<file path="config.mk">
export PLATFORM = sky130hd
export DESIGN_NAME = alu_req_arbiter
export DESIGN_NICKNAME = d
export VERILOG_FILES = /design/src/rtl/alu_req_arbiter.sv
export SDC_FILE = /design/constraint.sdc
export NUM_CORES = 1
export LEC_CHECK = 0
export ABC_CLOCK_PERIOD_IN_PS = 3150
export CORE_ASPECT_RATIO = 2
export CORE_MARGIN = 3
export CORE_UTILIZATION = 41
export DETAILED_ROUTE_END_ITERATION = 7
export PLACE_DENSITY = 0.89
export SLEW_MARGIN = 20
export SYNTH_ARGS = -nofsm -noshare
export SYNTH_HDL_FRONTEND = slang
export SYNTH_SLANG_ARGS = --single-unit
</file>
<file path="constraint.sdc">
create_clock -name CLK -period 3.15 [get_ports CLK]
set_input_delay 0.63 -clock CLK [delete_from_list [all_inputs] [get_ports CLK]]
set_output_delay 0.63 -clock CLK [all_outputs]
set_load 0.03 [all_outputs]
</file>
<file path="src/rtl/alu_req_arbiter.sv">
// Two-requester round-robin front end for the registered 16-bit ALU: issues one
// operation, waits for the selected unit's flag (or times out) and returns the result.
module alu_req_arbiter #(
   parameter int IN_DATA_WIDTH  = 16,
   parameter int OUT_DATA_WIDTH = 32,
   parameter int TIMEOUT_CYC    = 8
) (
   input  logic                      CLK,
   input  logic                      RST,
   input  logic [1:0]                req_valid,
   output logic [1:0]                req_ready,
   input  logic [3:0]                req0_func,
   input  logic [3:0]                req1_func,
   input  logic [IN_DATA_WIDTH-1:0]  req0_a,
   input  logic [IN_DATA_WIDTH-1:0]  req0_b,
   input  logic [IN_DATA_WIDTH-1:0]  req1_a,
   input  logic [IN_DATA_WIDTH-1:0]  req1_b,
   output logic [1:0]                rsp_valid,
   input  logic [1:0]                rsp_ready,
   output logic [OUT_DATA_WIDTH-1:0] rsp_data,
   output logic                      rsp_carry,
   output logic                      rsp_err,
   output logic                      busy,
   output logic [IN_DATA_WIDTH-1:0]  alu_a,
   output logic [IN_DATA_WIDTH-1:0]  alu_b,
   output logic [3:0]                alu_func,
   input  logic [OUT_DATA_WIDTH-1:0] arith_out,
   input  logic                      carry_out,
   input  logic                      arith_flag,
   input  logic [IN_DATA_WIDTH-1:0]  logic_out,
   input  logic                      logic_flag,
   input  logic [IN_DATA_WIDTH-1:0]  shift_out,
   input  logic                      shift_flag,
   input  logic [2:0]                cmp_out,
   input  logic                      cmp_flag
);

   localparam int CNT_W = $clog2(TIMEOUT_CYC);

   typedef enum logic [1:0] {S_IDLE, S_ISSUE, S_WAIT, S_RESP} state_t;

   state_t                     state_q, state_d;
   logic                       last_q, last_d;
   logic                       owner_q, owner_d;
   logic [CNT_W-1:0]           cnt_q, cnt_d;
   logic [IN_DATA_WIDTH-1:0]   alu_a_q, alu_a_d;
   logic [IN_DATA_WIDTH-1:0]   alu_b_q, alu_b_d;
   logic [3:0]                 alu_func_q, alu_func_d;
   logic [1:0]                 rsp_valid_q, rsp_valid_d;
   logic [OUT_DATA_WIDTH-1:0]  rsp_data_q, rsp_data_d;
   logic                       rsp_carry_q, rsp_carry_d;
   logic                       rsp_err_q, rsp_err_d;
   logic                       busy_q, busy_d;

   logic [1:0]                 grant;
   logic                       unit_flag;
   logic [OUT_DATA_WIDTH-1:0]  unit_data;
   logic                       unit_is_arith;
   logic [1:0]                 owner_onehot;

   // On a tie the requester that was not served last wins.
   always_comb begin
      grant = 2'b00;
      case (req_valid)
         2'b01:   grant = 2'b01;
         2'b10:   grant = 2'b10;
         2'b11:   grant = last_q ? 2'b01 : 2'b10;
         default: grant = 2'b00;
      endcase
   end

   // Gated by RST so no accept is advertised while reset is held.
   assign req_ready = (RST && state_q == S_IDLE) ? grant : 2'b00;

   always_comb begin
      unit_flag = 1'b0;
      unit_data = '0;
      case (alu_func_q[3:2])
         2'b00: begin
            unit_flag = arith_flag;
            unit_data = arith_out;
         end
         2'b01: begin
            unit_flag = logic_flag;
            unit_data = OUT_DATA_WIDTH'(logic_out);
         end
         2'b10: begin
            unit_flag = cmp_flag;
            unit_data = OUT_DATA_WIDTH'(cmp_out);
         end
         default: begin
            unit_flag = shift_flag;
            unit_data = OUT_DATA_WIDTH'(shift_out);
         end
      endcase
   end

   assign unit_is_arith = (alu_func_q[3:2] == 2'b00);
   assign owner_onehot  = owner_q ? 2'b10 : 2'b01;

   always_comb begin
      state_d     = state_q;
      last_d      = last_q;
      owner_d     = owner_q;
      cnt_d       = cnt_q;
      alu_a_d     = alu_a_q;
      alu_b_d     = alu_b_q;
      alu_func_d  = alu_func_q;
      rsp_valid_d = rsp_valid_q;
      rsp_data_d  = rsp_data_q;
      rsp_carry_d = rsp_carry_q;
      rsp_err_d   = rsp_err_q;
      case (state_q)
         S_IDLE: begin
            if (|(req_valid & req_ready)) begin
               owner_d    = req_ready[1];
               last_d     = req_ready[1];
               alu_func_d = req_ready[1] ? req1_func : req0_func;
               alu_a_d    = req_ready[1] ? req1_a : req0_a;
               alu_b_d    = req_ready[1] ? req1_b : req0_b;
               state_d    = S_ISSUE;
            end
         end
         S_ISSUE: begin
            cnt_d   = '0;
            state_d = S_WAIT;
         end
         S_WAIT: begin
            if (unit_flag) begin
               rsp_data_d  = unit_data;
               rsp_carry_d = unit_is_arith & carry_out;
               rsp_err_d   = 1'b0;
               rsp_valid_d = owner_onehot;
               state_d     = S_RESP;
            end else if (cnt_q == CNT_W'(TIMEOUT_CYC - 1)) begin
               rsp_data_d  = '0;
               rsp_carry_d = 1'b0;
               rsp_err_d   = 1'b1;
               rsp_valid_d = owner_onehot;
               state_d     = S_RESP;
            end else begin
               cnt_d = cnt_q + CNT_W'(1);
            end
         end
         default: begin
            // Only the owner's ready bit closes the response.
            if (rsp_ready[owner_q]) begin
               rsp_valid_d = 2'b00;
               state_d     = S_IDLE;
            end
         end
      endcase
      busy_d = (state_d != S_IDLE);
   end

   always_ff @(posedge CLK or negedge RST) begin
      if (!RST) begin
         state_q     <= S_IDLE;
         last_q      <= 1'b1;
         owner_q     <= 1'b0;
         cnt_q       <= '0;
         alu_a_q     <= '0;
         alu_b_q     <= '0;
         alu_func_q  <= '0;
         rsp_valid_q <= 2'b00;
         rsp_data_q  <= '0;
         rsp_carry_q <= 1'b0;
         rsp_err_q   <= 1'b0;
         busy_q      <= 1'b0;
      end else begin
         state_q     <= state_d;
         last_q      <= last_d;
         owner_q     <= owner_d;
         cnt_q       <= cnt_d;
         alu_a_q     <= alu_a_d;
         alu_b_q     <= alu_b_d;
         alu_func_q  <= alu_func_d;
         rsp_valid_q <= rsp_valid_d;
         rsp_data_q  <= rsp_data_d;
         rsp_carry_q <= rsp_carry_d;
         rsp_err_q   <= rsp_err_d;
         busy_q      <= busy_d;
      end
   end

   assign alu_a     = alu_a_q;
   assign alu_b     = alu_b_q;
   assign alu_func  = alu_func_q;
   assign rsp_valid = rsp_valid_q;
   assign rsp_data  = rsp_data_q;
   assign rsp_carry = rsp_carry_q;
   assign rsp_err   = rsp_err_q;
   assign busy      = busy_q;

endmodule

</file>
clock_map.png
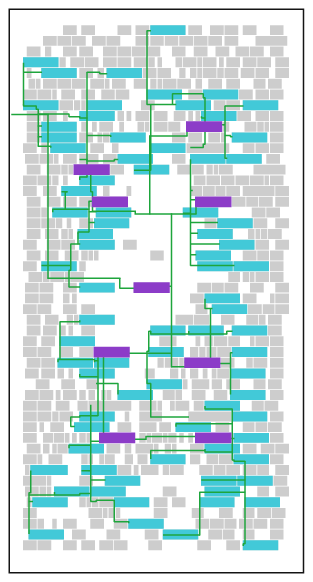
legend:
  purple:
    item: cells driving clock nets
    count: 9
  cyan:
    item: flip-flops
    count: 80
  green:
    item: clock wires
    length: 989 um
routed clock nets: 10
Latency at later pin: 330 ps
clock-net power: 1.21 mW

==> impl_metrics.tcl <==
# place-and-route summary
set metrics [dict create \
    most_common_cell "dfrtp_1" \
    n_all_inverters 6 \
    cts_buffers 9 \
    synth_area_um2 3817 \
    cp.arrival_ps 2260 \
    final_common_cell "clkdlybuf4s50_1" \
    ant_nets 0 \
    ctsHoldBuffers 0 \
    synthFlopType "dfrtp_1" \
    setup_violations 0 \
    n_clock_buffer 10 \
    die_area_um2 10570 \
    final_area_um2 6492 \
    setup.worst_path.end_class "output port" \
    maxCapViolations 0 \
    seqPwrFrac_pct 28.7 \
    synth_top_area_share_pct 51.79 \
    cts.sinks 80 \
    p_sw_share_pct 40.19 \
    power_switching_mw 2.439 \
    adder_share_pct 1.967 \
    place.gp.congestion 0.7810 \
    drc 0 \
    hold_ws_ps 478.9 \
    grt_setup_unrepaired "false" \
    status "finished, final reports clean" \
    via_per_inst 5.314 \
    grt_pass1_vias 3812 \
    topCombFamilyByArea "AND-OR/OR-AND gates" \
    nNonClkBuffers 233 \
    diodes 0 \
    top_area_cell "dfrtp_1" \
    power.total_mw 6.068 \
    startpoint_type "flop" \
    combPwrFrac_pct 51.3 \
    dr.pass1.iters 4 \
    maxSlewHeadroom_pct 33.40 \
    vdd.ir_drop.worst_uv 609.8 \
    final_core_util_pct 72.04 \
    wl_per_cell_um 17.97 \
    drive_gt1_share_pct 6.446 \
    place_inst 660 \
    rows 49 \
    ctsResizeCount 0 \
    drt_iter0_drc 143 \
    skew_ps 8.863 \
    async_flop_share_pct 100.0 \
    htreeDepth 3 \
    timing.reg2reg.setup_slack_ps 1100 \
    place_ws_ps 382.2 \
    ys_sh_aoi_pct 16.91 \
    hold_viol_final 0 \
    syn2layout_area_growth_pct 70.08 \
    comb_share_pct 25.82 \
    largest_cell_class "buffers" \
    comb_cells 239 \
]
port_nets.png
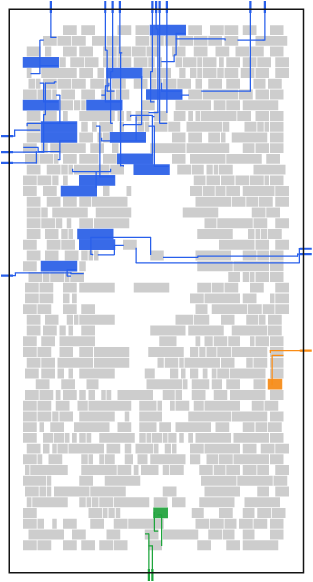
legend:
  green:
    port: `rsp_ready`
    direction: input
    edge: bottom
    end_cells: 1
    buffers: 2
    wire: 31.9 um
  orange:
    port: `shift_flag`
    direction: input
    edge: right
    end_cells: 1
    buffers: 1
    wire: 18.8 um
  blue:
    port: `alu_a`
    direction: output
    edge: 10 top, 4 left, 2 right
    end_cells: 16
    buffers: 16
    wire: 658 um
# port buffers: 224
io pins: 225

metal layers:
metal	wire, um	track usage, %
met2	6579	41.20
met5	0	0
met1	3998	24.21
met4	418	10.13
met3	1150	6.577
final timing paths:
| kind | from | cells after the start | to |
|---|---|---|---|
| max | state_q[0]$_DFF_PN0_ | 7 | req_ready[1] |
| min | alu_b[1]$_DFFE_PN0P_ | 2 | alu_b[1]$_DFFE_PN0P_ |
| max reg2reg | alu_func[3]$_DFFE_PN0P_ | 4 | rsp_data[9]$_DFFE_PN0P_ |
| min reg2reg | alu_b[1]$_DFFE_PN0P_ | 2 | alu_b[1]$_DFFE_PN0P_ |
| max in group asynchronous | RST | 2 | rsp_data[6]$_DFFE_PN0P_ |
| min in group asynchronous | RST | 2 | rsp_data[18]$_DFFE_PN0P_ |
Power figures rest on the tool's default switching activity, not on a simulated workload.
